[config.mk]
export PLATFORM = sky130hd
export DESIGN_NAME = chunked_adder_ctrl
export DESIGN_NICKNAME = d
export VERILOG_FILES = /design/src/rtl/chunked_adder_pkg.sv /design/src/rtl/chunked_adder_ctrl_slice.sv /design/src/rtl/chunked_adder_ctrl.sv
export SDC_FILE = /design/constraint.sdc
export NUM_CORES = 1
export LEC_CHECK = 0
export ABC_AREA = 1
export CAP_MARGIN = 20
export CORE_UTILIZATION = 50
export CTS_CLUSTER_SIZE = 40
export DETAILED_ROUTE_END_ITERATION = 6
export GPL_TIMING_DRIVEN = 0
export PLACE_DENSITY = 0.79
export SYNTH_ARGS = -nofsm -noshare
export SYNTH_HDL_FRONTEND = slang
export SYNTH_SLANG_ARGS = --single-unit
[constraint.sdc]
create_clock -name clk -period 3.2 [get_ports clk]
set_input_delay 0.48 -clock clk [delete_from_list [all_inputs] [get_ports clk]]
set_output_delay 0.48 -clock clk [all_outputs]
set_load 0.02 [all_outputs]
[src/rtl/chunked_adder_pkg.sv]
// Shared types and sizing helpers for the chunked multi-cycle adder.
// The controller and its ripple slice both import this package.
package chunked_adder_pkg;

  typedef enum logic [1:0] {
    IDLE = 2'd0,
    ADD  = 2'd1,
    DONE = 2'd2
  } state_t;

  localparam int DEF_WIDTH = 16;
  localparam int DEF_CHUNK = 4;

  function automatic int num_chunks(input int width, input int chunk);
    return (chunk > 0) ? (width / chunk) : 1;
  endfunction

  // The chunk index counter is always at least one bit wide, even for a single chunk.
  function automatic int idx_width(input int n);
    return (n <= 1) ? 1 : $clog2(n);
  endfunction

endpackage

[src/rtl/chunked_adder_ctrl_slice.sv]
// CHUNK-bit combinational ripple adder built from per-bit odd-parity (sum)
// and majority (carry) cells; shared by every chunk of the wide add.
module odd3_cell (
  input  logic x,
  input  logic y,
  input  logic z,
  output logic o
);
  assign o = x ^ y ^ z;
endmodule

module maj3_cell (
  input  logic x,
  input  logic y,
  input  logic z,
  output logic o
);
  assign o = (x & y) | (x & z) | (y & z);
endmodule

module adder_slice
  import chunked_adder_pkg::*;
#(
  parameter int CHUNK = DEF_CHUNK
) (
  input  logic [CHUNK-1:0] a,
  input  logic [CHUNK-1:0] b,
  input  logic             cin,
  output logic [CHUNK-1:0] s,
  output logic             cout
);

  logic [CHUNK:0] c;

  assign c[0] = cin;

  // The critical path is one majority cell per bit followed by the final parity cell.
  for (genvar i = 0; i < CHUNK; i++) begin : g_bit
    odd3_cell u_sum (
      .x(a[i]),
      .y(b[i]),
      .z(c[i]),
      .o(s[i])
    );
    maj3_cell u_carry (
      .x(a[i]),
      .y(b[i]),
      .z(c[i]),
      .o(c[i+1])
    );
  end

  assign cout = c[CHUNK];

endmodule

[src/rtl/chunked_adder_ctrl.sv]
// Multi-cycle WIDTH-bit adder: one shared CHUNK-bit slice processes a chunk per
// clock, with the carry held in a register between chunks.
module chunked_adder_ctrl
  import chunked_adder_pkg::*;
#(
  parameter int WIDTH = DEF_WIDTH,
  parameter int CHUNK = DEF_CHUNK
) (
  input  logic             clk,
  input  logic             rst,
  input  logic             start,
  input  logic [WIDTH-1:0] a,
  input  logic [WIDTH-1:0] b,
  input  logic             cin,
  output logic             busy,
  output logic             done,
  output logic [WIDTH:0]   sum
);

  localparam int N  = num_chunks(WIDTH, CHUNK);
  localparam int IW = idx_width(N);
  localparam logic [IW-1:0] LAST = IW'(N - 1);

  if (CHUNK < 1 || WIDTH < CHUNK || (WIDTH % CHUNK) != 0) begin : g_param_check
    $error("chunked_adder_ctrl: WIDTH (%0d) must be a positive multiple of CHUNK (%0d)",
           WIDTH, CHUNK);
  end

  state_t           state;
  state_t           next_state;
  logic [IW-1:0]    idx;
  logic [WIDTH-1:0] a_reg;
  logic [WIDTH-1:0] b_reg;
  logic             carry_reg;
  logic [WIDTH:0]   sum_reg;
  logic [WIDTH:0]   sum_next;
  logic [CHUNK-1:0] a_chunk;
  logic [CHUNK-1:0] b_chunk;
  logic [CHUNK-1:0] slice_s;
  logic             slice_cout;
  logic             accept;
  logic             last_chunk;

  // A new request is taken in IDLE, and also in DONE so operations can run back-to-back.
  assign accept     = start && ((state == IDLE) || (state == DONE));
  assign last_chunk = (idx == LAST);

  always_ff @(posedge clk or posedge rst) begin
    if (rst) begin
      state <= IDLE;
    end else begin
      state <= next_state;
    end
  end

  always_comb begin
    next_state = state;
    case (state)
      IDLE: begin
        if (start) begin
          next_state = ADD;
        end
      end
      ADD: begin
        if (last_chunk) begin
          next_state = DONE;
        end
      end
      DONE: begin
        next_state = start ? ADD : IDLE;
      end
      default: begin
        next_state = IDLE;
      end
    endcase
  end

  always_comb begin
    busy = (state == ADD);
    done = (state == DONE);
  end

  // Operand chunk select feeding the shared slice.
  always_comb begin
    a_chunk = '0;
    b_chunk = '0;
    for (int k = 0; k < N; k++) begin
      if (idx == IW'(k)) begin
        a_chunk = a_reg[k*CHUNK +: CHUNK];
        b_chunk = b_reg[k*CHUNK +: CHUNK];
      end
    end
  end

  adder_slice #(
    .CHUNK(CHUNK)
  ) u_slice (
    .a   (a_chunk),
    .b   (b_chunk),
    .cin (carry_reg),
    .s   (slice_s),
    .cout(slice_cout)
  );

  // Chunk write mux; the final carry lands in the top bit only on the last chunk.
  always_comb begin
    sum_next = sum_reg;
    for (int k = 0; k < N; k++) begin
      if (idx == IW'(k)) begin
        sum_next[k*CHUNK +: CHUNK] = slice_s;
      end
    end
    if (last_chunk) begin
      sum_next[WIDTH] = slice_cout;
    end
  end

  always_ff @(posedge clk or posedge rst) begin
    if (rst) begin
      a_reg     <= '0;
      b_reg     <= '0;
      carry_reg <= 1'b0;
      sum_reg   <= '0;
      idx       <= '0;
    end else if (accept) begin
      a_reg     <= a;
      b_reg     <= b;
      carry_reg <= cin;
      sum_reg   <= '0;
      idx       <= '0;
    end else if (state == ADD) begin
      sum_reg   <= sum_next;
      carry_reg <= slice_cout;
      idx       <= last_chunk ? '0 : (idx + IW'(1));
    end
  end

  assign sum = sum_reg;

endmodule

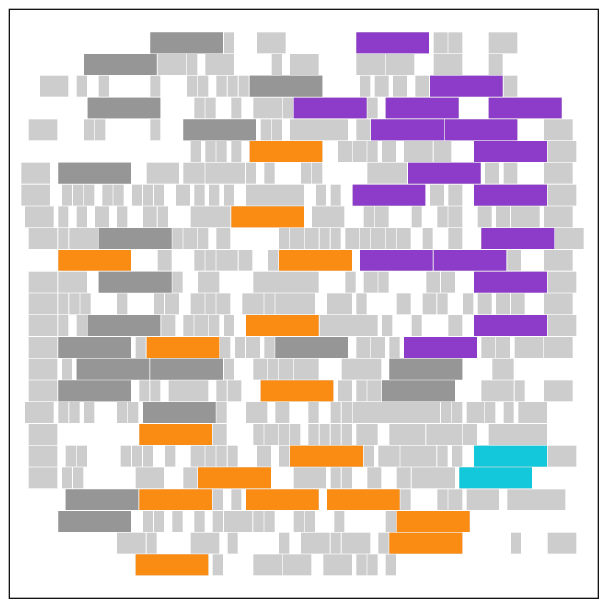
(where the registers sit)
(8 px per um) Other sequential cells in the stronger grey, the rest of the logic in the fainter grey.
[sum] purple | flops: 17
[idx] cyan | flops: 2
[b_reg] orange | flops: 16
not coloured: 19

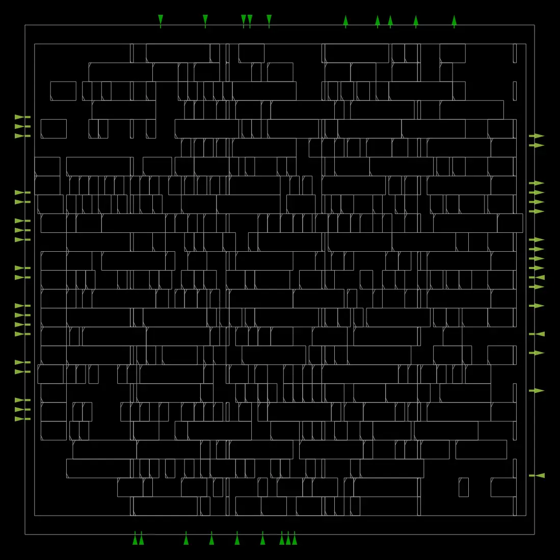
(cell placement)
row cnt: 25
Well-Tap Cells: 67
final non-filler cell total: 434
Core Region: 4820 sq um
Finished Core Util: 69.3%

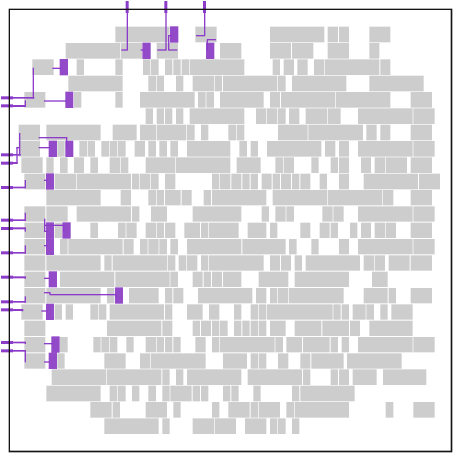
(port wiring)
(6 px per um)
[a] purple | bits: 16 | direction: input | end cells: 16 | buffers: 16 | wire: 111 um

## worst max-delay path, stage by stage (launching register included)
cell      delay [ns]
dfrtp_1         0.40
ha_1            0.16
buf_2           0.20
clkbuf_4        0.23
a21oi_1         0.07
a21oi_2         0.15
fa_1            0.19
inv_1           0.05
fa_2            0.34
fa_1            0.36
inv_1           0.09
fa_1            0.46
nand2_2         0.11
o21ai_0         0.08
## worst max-delay path by stage
stage                     startpoint       to  slack (ns)  cells after the start
after floorplan               idx[0]  sum[11]        0.34                     13
after global placement        idx[0]  sum[11]       -0.02                     13
after detailed placement      idx[0]   sum[3]       -0.05                     13
after CTS                     idx[0]   sum[3]        0.02                     15
after global routing          idx[0]   sum[3]        0.03                     15
final                         idx[1]  sum[11]        0.19                     13
## stage by stage
step | TNS, ns | power (mW) | util, % | worst slack, ns
final | 0 | 3.39 | 69.3 | 0.187
after global routing | 0 | 3.66 | 69.3 | 0.0250
after CTS | 0 | 3.32 | 68.8 | 0.0217
after detailed placement | -0.132 | 2.84 | 66.4 | -0.0463
after global placement | -0.0533 | 2.78 | 65.9 | -0.0199
after floorplan | 0 | 2.30 | - | 0.341
## cells by family after synthesis
| family | share of synthesized area [%] |
|---|---|
| DFF | 52.9 |
| AOI/OAI and AO/OA | 7.25 |
| and+or+nand+nor | 28.7 |
| adders and majority gates | 5.10 |
| buffers and inverters | 5.98 |
## routing by layer
metal,up-vias,track usage (%),wire (um)
li1,1088,-,-
met4,0,8.97,102
met3,10,4.12,298
met5,-,0,0
met1,1044,31.8,2510
met2,81,37.2,2730
## where the power goes
| part | switching, mW | total (mW) | internal, mW |
|---|---|---|---|
| registers | 0.165 | 1.13 | 0.966 |
| logic | 1.08 | 1.79 | 0.702 |
| clock network | 0.217 | 0.467 | 0.251 |
| total | 1.47 | 3.38 | 1.92 |
## placed cells by master (no fill, tap or decap), types with 2 or more instances in the layout
cell type        instances
nand2_1                129
dfrtp_1                 54
clkdlybuf4s50_1         54
nand3_1                 31
o21ai_0                 18
inv_1                   13
nor2_1                  11
a21oi_1                 11
buf_2                    7
clkbuf_8                 6
inv_2                    5
a21boi_0                 4
buf_6                    3
buf_4                    3
fa_1                     3
ha_1                     3
a21oi_2                  2
## timing repair
item | in CTS | in global routing
gates resized | 2 | 12
setup endpoints to repair | 4 | 4
gates cloned | 0 | 0
pin swaps | 0 | 2
## cell type report
type / instances / area, sq um / share of cell area (%)
multi-input cells: 219 / 1060 / 31.9
clock inverters: 1 / 30.0 / 0.900
repair buffers: 55 / 561 / 16.8
well taps: 67 / 83.8 / 2.51
inverters: 18 / 67.6 / 2.02
plain buffers: 14 / 98.8 / 2.96
flip-flops and latches: 54 / 1350 / 40.5
clock buffers: 6 / 82.6 / 2.47
==> flow_metrics.py <==
# Physical implementation metrics
metrics = {
    "critical_path": {
        "required_ns": 3.38,
        "reg2reg_from": "idx[1]",
        "r2r-end": "sum[11]",
        "r2r_cells": 13,
        "crit_path_end_kind": "flop",
    },
    "route": {
        "dr.first_iter.drc_count": 164,
        "vias": 2223,
        "drt-vias-per-instance": 5.12,
        "dr.pass1.iters": 4,
    },
    "sta": {
        "period_used_pct": 94.1,
        "fmax_mhz": 332,
        "hold_viol_final": 0,
        "relSlewSlack_pct": 63.7,
        "setup_violations": 0,
        "timing.hold.ws_ns": 0.490,
        "finClkSkew_ns": 0.00874,
        "period_needed_ns": 3.01,
        "worstMarginPinSlew_ns": 0.544,
    },
    "clocking": {
        "cts.sinks": 54,
        "clock-root-buffer": "clkbuf_8",
        "clock_path_buffers": 2,
        "cts-htree-levels": 2,
    },
    "floorplanning": {
        "fp_util_pct": 53.0,
        "io_pins": 55,
        "chipArea_sq_um": 5390,
    },
    "synthesis": {
        "ys_cells": 305,
        "common_cells": "130 x nand2_1, 54 x dfrtp_1, 31 x nand3_1",
        "yosysTopAreaCellShare_pct": 52.9,
        "edf_count": 0,
        "yosys.stat.seqShare_pct": 52.9,
        "syn_inst": 305,
    },
    "final_layout": {
        "n_antenna_cell": 0,
        "largest_reg_flops": 17,
        "fin_area_sq_um": 3340,
        "drive_above_1_share_pct": 9.54,
    },
    "placement": {
        "dp.cells": 427,
    },
    "global_route": {
        "antenna_found_initial": 0,
        "grt_first_pass_wirelength_um": 9600,
    },
    "power_and_ir_drop": {
        "ir_drop_v": 0.000469,
        "power.leakage_nw": 1.66,
    },
    "run_status": {
        "status": "complete, no violations",
    },
    "hold_path": {
        "hold_depth": 2,
        "hold_path_end": "a_reg[10]",
    },
}
Power and IR drop assume default switching activity.
